`src/rtl/uart_tx_arbiter.sv`:
```
// uart_tx_arbiter: round-robin arbiter sharing one UART transmitter between
// NUM_REQ byte producers. It issues one byte per frame and then tracks the
// transmitter's busy flag until the frame completes.
// Optional start-timeout watchdog: define UART_ARB_TIMEOUT_EN.
module uart_tx_arbiter #(
    parameter int NUM_REQ     = 4,
    parameter int DATA_WIDTH  = 8,
    parameter int TIMEOUT_CYC = 8
) (
    input  logic                          i_clk,
    input  logic                          i_rst,
    input  logic [NUM_REQ-1:0]            i_req,
    input  logic [NUM_REQ*DATA_WIDTH-1:0] i_data,
    output logic [NUM_REQ-1:0]            o_ack,
    output logic [NUM_REQ-1:0]            o_grant,
    output logic [DATA_WIDTH-1:0]         o_tx_data,
    output logic                          o_tx_valid,
    input  logic                          i_tx_busy,
    output logic                          o_busy,
    output logic                          o_err
);

    localparam int IDX_W = (NUM_REQ > 1) ? $clog2(NUM_REQ) : 1;

    typedef enum logic [1:0] {
        IDLE,
        ISSUE,
        WAIT_BUSY,
        WAIT_DONE
    } state_t;

    state_t           state;
    state_t           state_nxt;
    logic [IDX_W-1:0] ptr;
    logic [IDX_W-1:0] win_idx;
    logic [IDX_W-1:0] cand;
    logic             win_found;
    logic             timeout_hit;

    // Reject parameterisations the arbiter is not built for.
    if (NUM_REQ < 2 || NUM_REQ > 8 || DATA_WIDTH < 1 || TIMEOUT_CYC < 1) begin : g_bad_cfg
        $error("uart_tx_arbiter: unsupported parameter set");
    end

    // Rotating-priority search: first pending requester at or after ptr wins.
    always_comb begin
        win_found = 1'b0;
        win_idx   = '0;
        cand      = '0;
        for (int unsigned i = 0; i < NUM_REQ; i++) begin
            cand = IDX_W'((32'(ptr) + i) % NUM_REQ);
            if (!win_found && i_req[cand]) begin
                win_found = 1'b1;
                win_idx   = cand;
            end
        end
    end

    // State register.
    always_ff @(posedge i_clk or posedge i_rst) begin
        if (i_rst) begin
            state <= IDLE;
        end else begin
            state <= state_nxt;
        end
    end

    // Next-state logic and state-decoded outputs.
    always_comb begin
        state_nxt  = state;
        o_tx_valid = 1'b0;
        o_ack      = '0;
        o_busy     = 1'b1;
        case (state)
            IDLE: begin
                o_busy = 1'b0;
                if (win_found) begin
                    state_nxt = ISSUE;
                end
            end
            ISSUE: begin
                o_tx_valid = 1'b1;
                o_ack      = o_grant;
                state_nxt  = WAIT_BUSY;
            end
            WAIT_BUSY: begin
                if (i_tx_busy) begin
                    state_nxt = WAIT_DONE;
                end else if (timeout_hit) begin
                    state_nxt = IDLE;
                end
            end
            WAIT_DONE: begin
                if (!i_tx_busy) begin
                    state_nxt = IDLE;
                end
            end
            default: begin
                state_nxt = IDLE;
            end
        endcase
    end

    // Latch the winner's byte and grant, advance the pointer past the winner,
    // and drop the grant whenever the frame ends.
    always_ff @(posedge i_clk or posedge i_rst) begin
        if (i_rst) begin
            ptr       <= '0;
            o_grant   <= '0;
            o_tx_data <= '0;
        end else if (state == IDLE && win_found) begin
            o_grant   <= NUM_REQ'(1) << win_idx;
            o_tx_data <= i_data[win_idx*DATA_WIDTH +: DATA_WIDTH];
            ptr       <= (32'(win_idx) == NUM_REQ - 1) ? '0 : win_idx + 1'b1;
        end else if (state != IDLE && state_nxt == IDLE) begin
            o_grant   <= '0;
        end
    end

`ifdef UART_ARB_TIMEOUT_EN
    localparam int CNT_W = $clog2(TIMEOUT_CYC + 1);

    logic [CNT_W-1:0] to_cnt;

    // Count cycles spent waiting for the transmitter to raise busy.
    always_ff @(posedge i_clk or posedge i_rst) begin
        if (i_rst) begin
            to_cnt <= '0;
        end else if (state == WAIT_BUSY && !i_tx_busy && !timeout_hit) begin
            to_cnt <= to_cnt + 1'b1;
        end else begin
            to_cnt <= '0;
        end
    end

    assign timeout_hit = (state == WAIT_BUSY) && !i_tx_busy &&
                         (32'(to_cnt) == TIMEOUT_CYC - 1);
    assign o_err       = timeout_hit;
`else
    assign timeout_hit = 1'b0;
    assign o_err       = 1'b0;
`endif

endmodule

```
`config.mk`:
```
export PLATFORM = sky130hd
export DESIGN_NAME = uart_tx_arbiter
export DESIGN_NICKNAME = d
export VERILOG_FILES = /design/src/rtl/uart_tx_arbiter.sv
export SDC_FILE = /design/constraint.sdc
export NUM_CORES = 1
export LEC_CHECK = 0
export CAP_MARGIN = 15
export CORE_ASPECT_RATIO = 0.75
export CORE_MARGIN = 1.5
export CORE_UTILIZATION = 39
export CTS_CLUSTER_DIAMETER = 40
export DETAILED_ROUTE_END_ITERATION = 8
export GPL_ROUTABILITY_DRIVEN = 0
export PLACE_DENSITY = 0.78
export SYNTH_ARGS = -nofsm -noshare
export SYNTH_HDL_FRONTEND = slang
export SYNTH_SLANG_ARGS = --single-unit
export TNS_END_PERCENT = 100
```
`constraint.sdc`:
```
create_clock -name i_clk -period 2.3 [get_ports i_clk]
set_input_delay 0.46 -clock i_clk [delete_from_list [all_inputs] [get_ports i_clk]]
set_output_delay 0.46 -clock i_clk [all_outputs]
set_load 0.02 [all_outputs]
```
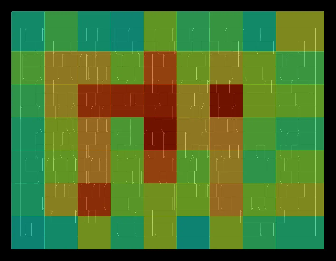
Run 1: congestion heat map
Routed WL per cell: 14.44 um
met3 usage: 5.479%
Core Util, Final: 67.54%

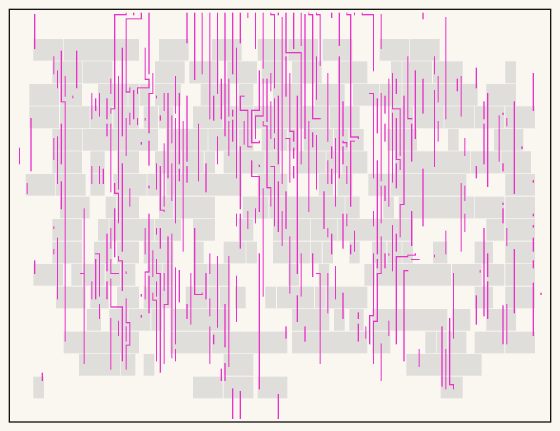
Run 1: signal wires on met2
- wire length on this layer: 1540 um
- share of all routed wire: 47%
- nets with wire on the layer: 200
met2 Use GR: 33.50%
drt total wl: 3264 um
total number of vias: 1235

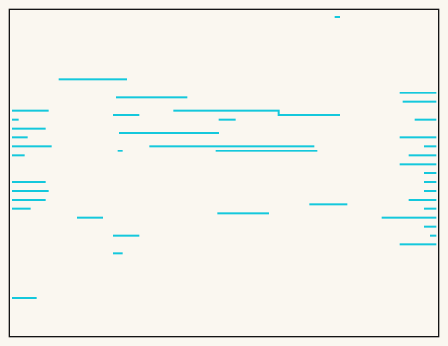
Run 1: the metal 3 layer
- nets with wire on the layer: 38
- share of all routed wire: 6.9%
- main direction: horizontal

==> job_summary.md, run 1 <==
### Yosys + OpenROAD results

| Metric | Value |
|---|---|
| Outcome | finished, final reports clean |
| Tot Pwr | 1.903 mW |
| Clock power share | 13.8% |
| Critical R2R Capture | o_tx_data[6] |
| Fin crit period | 2.088 ns |
| Largest registers | o_tx_data x8, o_grant x4 |
| Launching point of the worst reg2reg path | ptr[1] |
| CP bufs+invs | 1 |
| P&R area growth vs syn | 59.82% |
| Rel. slew slack | 57.81% |
| DR pass1 iterations | 4 |
| Initial antenna violation count | 0 |
| Root Buffer | clkbuf_8 |
| Hold WC Path Type | flop to flop |
| Clock Sinks | 16 |
| Largest register by flop count | o_tx_data |
| Fin nets | 234 |
| Hold Crit Start | o_tx_data[4] |
| Metal1 wirelength | 1448 um |
| Hold Path Depth | 2 |
| Most frequent cells after synthesis | 23 x nand2_1, 16 x dfrtp_1, 12 x nand3_1, 9 x mux2i_1, 9 x o21ai_0 |
| Part of the power in combinational logic | 58.4% |
| Startpoint Class | flop |
| Critical-path top delay cell | clkdlybuf4s50_1 |
| Max rail drop VDD | 0.5319 mV |
| Hold path endpoint | o_tx_data[4] |
[run 1: per-stage QoR]
step                      hold slack [ns]  worst slack, ns
after global placement             0.4829          0.08760
after detailed placement           0.4967          0.01005
after CTS                          0.5113           0.1889
after global routing               0.5418           0.1085
final                              0.5068           0.2116
after floorplan                    0.3737           0.6071
[run 1: kinds of logic after synthesis]
logic type,synth area share [%]
AND/OR/NAND/NOR,22.41
AND-OR/OR-AND,23.73
flip-flops,35.32
buffers and inverters,5.850
multiplexers,7.947
adder cells (fa/ha/maj),4.415
other,0.3308
[run 1: final cells by class]
type                            count  area [um2]  share of cell area, %
Multi-Input combinational cell    102       666.9                  36.81
Timing Repair Buffer               63       625.6                  34.53
Sequential cell                    16       400.4                  22.10
Clock buffer                        4       55.05                  3.039
Tap cell                           36       45.04                  2.486
Inverter                            5       18.77                  1.036
==> run 2, diff against run 1 <==
CTS_CLUSTER_DIAMETER = 200   (was 40)
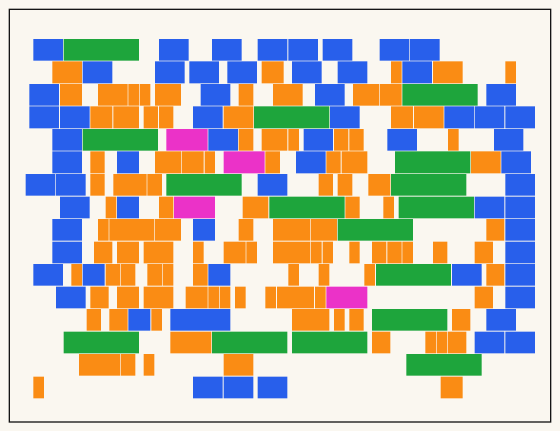
Run 2: placement by cell class
- remaining buffers and delay cells: blue (cells 63)
- registers: green (cells 16)
- remaining logic cells: orange (cells 107)
- clock drivers and dummy loads: magenta (cells 4)
fin area: 1812 um2
core area: 2683 um2
Row Count: 16

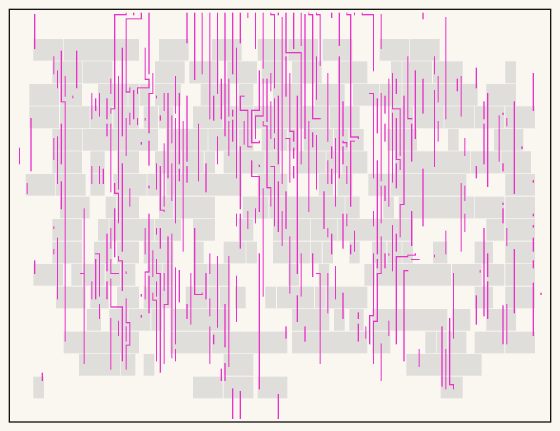
Run 2: signal wires on met2
- wire length on this layer: 1540 um
- nets with wire on the layer: 200
- longest straight run: 28.9 um
- share of all routed wire: 47%
- main direction: vertical

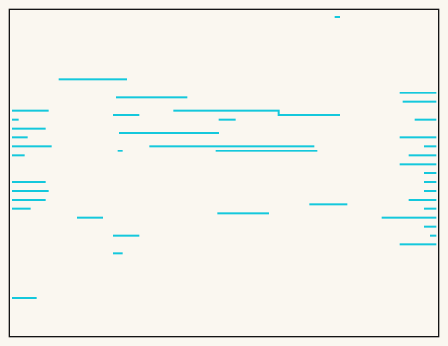
Run 2: the metal 3 layer
- wire length on this layer: 226 um
- longest straight run: 24.8 um

==> run 2 against run 1 <==
  * Non-clock buffer count did not move
  * Final cell count unchanged
  * Die size is the same
  * Hold slack is the same
  * Via count unchanged
  * Power stayed put
==> job_summary.md, run 2 <==
### Yosys + OpenROAD results

| Metric | Value |
|---|---|
| Metal1 wirelength | 1448 um (unchanged) |
| Critical R2R Capture | o_tx_data[6] (unchanged) |
| Tot Pwr | 1.903 mW (unchanged) |
| Core Util, Final | 67.54% (unchanged) |
| Simple share | 22.41% (unchanged) |
| Root Buffer | clkbuf_8 (unchanged) |
| Most frequent cells after synthesis | 23 x nand2_1, 16 x dfrtp_1, 12 x nand3_1, 9 x mux2i_1, 9 x o21ai_0 (unchanged) |
| Hold path endpoint | o_tx_data[4] (unchanged) |
| Mean Syn Cell Area | 8.720 um2 (unchanged) |
| Hold Crit Start | o_tx_data[4] (unchanged) |
| Largest register by flop count | o_tx_data (unchanged) |
| Final setup margin | 0.2116 ns (unchanged) |
| Outcome | finished, final reports clean (unchanged) |
| Largest cells by area | dfrtp_1 35%, mux2i_1 7.9%, nand2_1 7.6% (unchanged) |
| Total number of vias | 1235 (unchanged) |
| Yosys aoi share | 23.73% (unchanged) |
| Largest registers | o_tx_data x8, o_grant x4 (unchanged) |
| Startpoint Class | flop (unchanged) |
| Routed WL per cell | 14.44 um (unchanged) |
| Fin crit period | 2.088 ns (unchanged) |
| Critical-path top delay cell | clkdlybuf4s50_1 (unchanged) |
| XOR/XNOR Area Share | 0% (unchanged) |
| Met2 Use GR | 33.50% (unchanged) |
| Rel. slew slack | 57.81% (unchanged) |
| Fin nets | 234 (unchanged) |
| Launching point of the worst reg2reg path | ptr[1] (unchanged) |
| Max Slew Vio Count | 0 (unchanged) |
| Hold Path Depth | 2 (unchanged) |
| Yosys Instances | 130 (unchanged) |
| DR pass1 iterations | 4 (unchanged) |
| Initial antenna violation count | 0 (unchanged) |
| Met3 usage | 5.479% (unchanged) |
| CP bufs+invs | 1 (unchanged) |
| PD cells | 1050 nW/um2 (unchanged) |
| Setup Slack @ Placement | 0.01005 ns (unchanged) |
| Mux area share | 7.947% (unchanged) |
| P&R area growth vs syn | 59.82% (unchanged) |
| Drt total wl | 3264 um (unchanged) |
| Hold WC Path Type | flop to flop (unchanged) |
## run 2: cell counts in the layout (fill, tap and decap cells not counted)
Identical to the previous run, type by type.
## run 2: report_power, final
| group | leakage, nW | total (mW) | internal (mW) | switching, mW |
|---|---|---|---|---|
| Combinational | 0.570 | 1.11 | 0.546 | 0.566 |
| Sequential | 0.199 | 0.530 | 0.416 | 0.114 |
| Clock | 0.0288 | 0.262 | 0.152 | 0.109 |
| Total | 0.798 | 1.90 | 1.11 | 0.788 |
## run 2: cell type report
type,count,area (um2),share of cell area (%)
sequential,16,400.4,22.10
multi-input combinational,102,666.9,36.81
timing repair buffer,63,625.6,34.53
tap,36,45.04,2.486
clock buffer,4,55.05,3.039
inverter,5,18.77,1.036
No activity file was given, so power comes from the tool's default toggle rates.
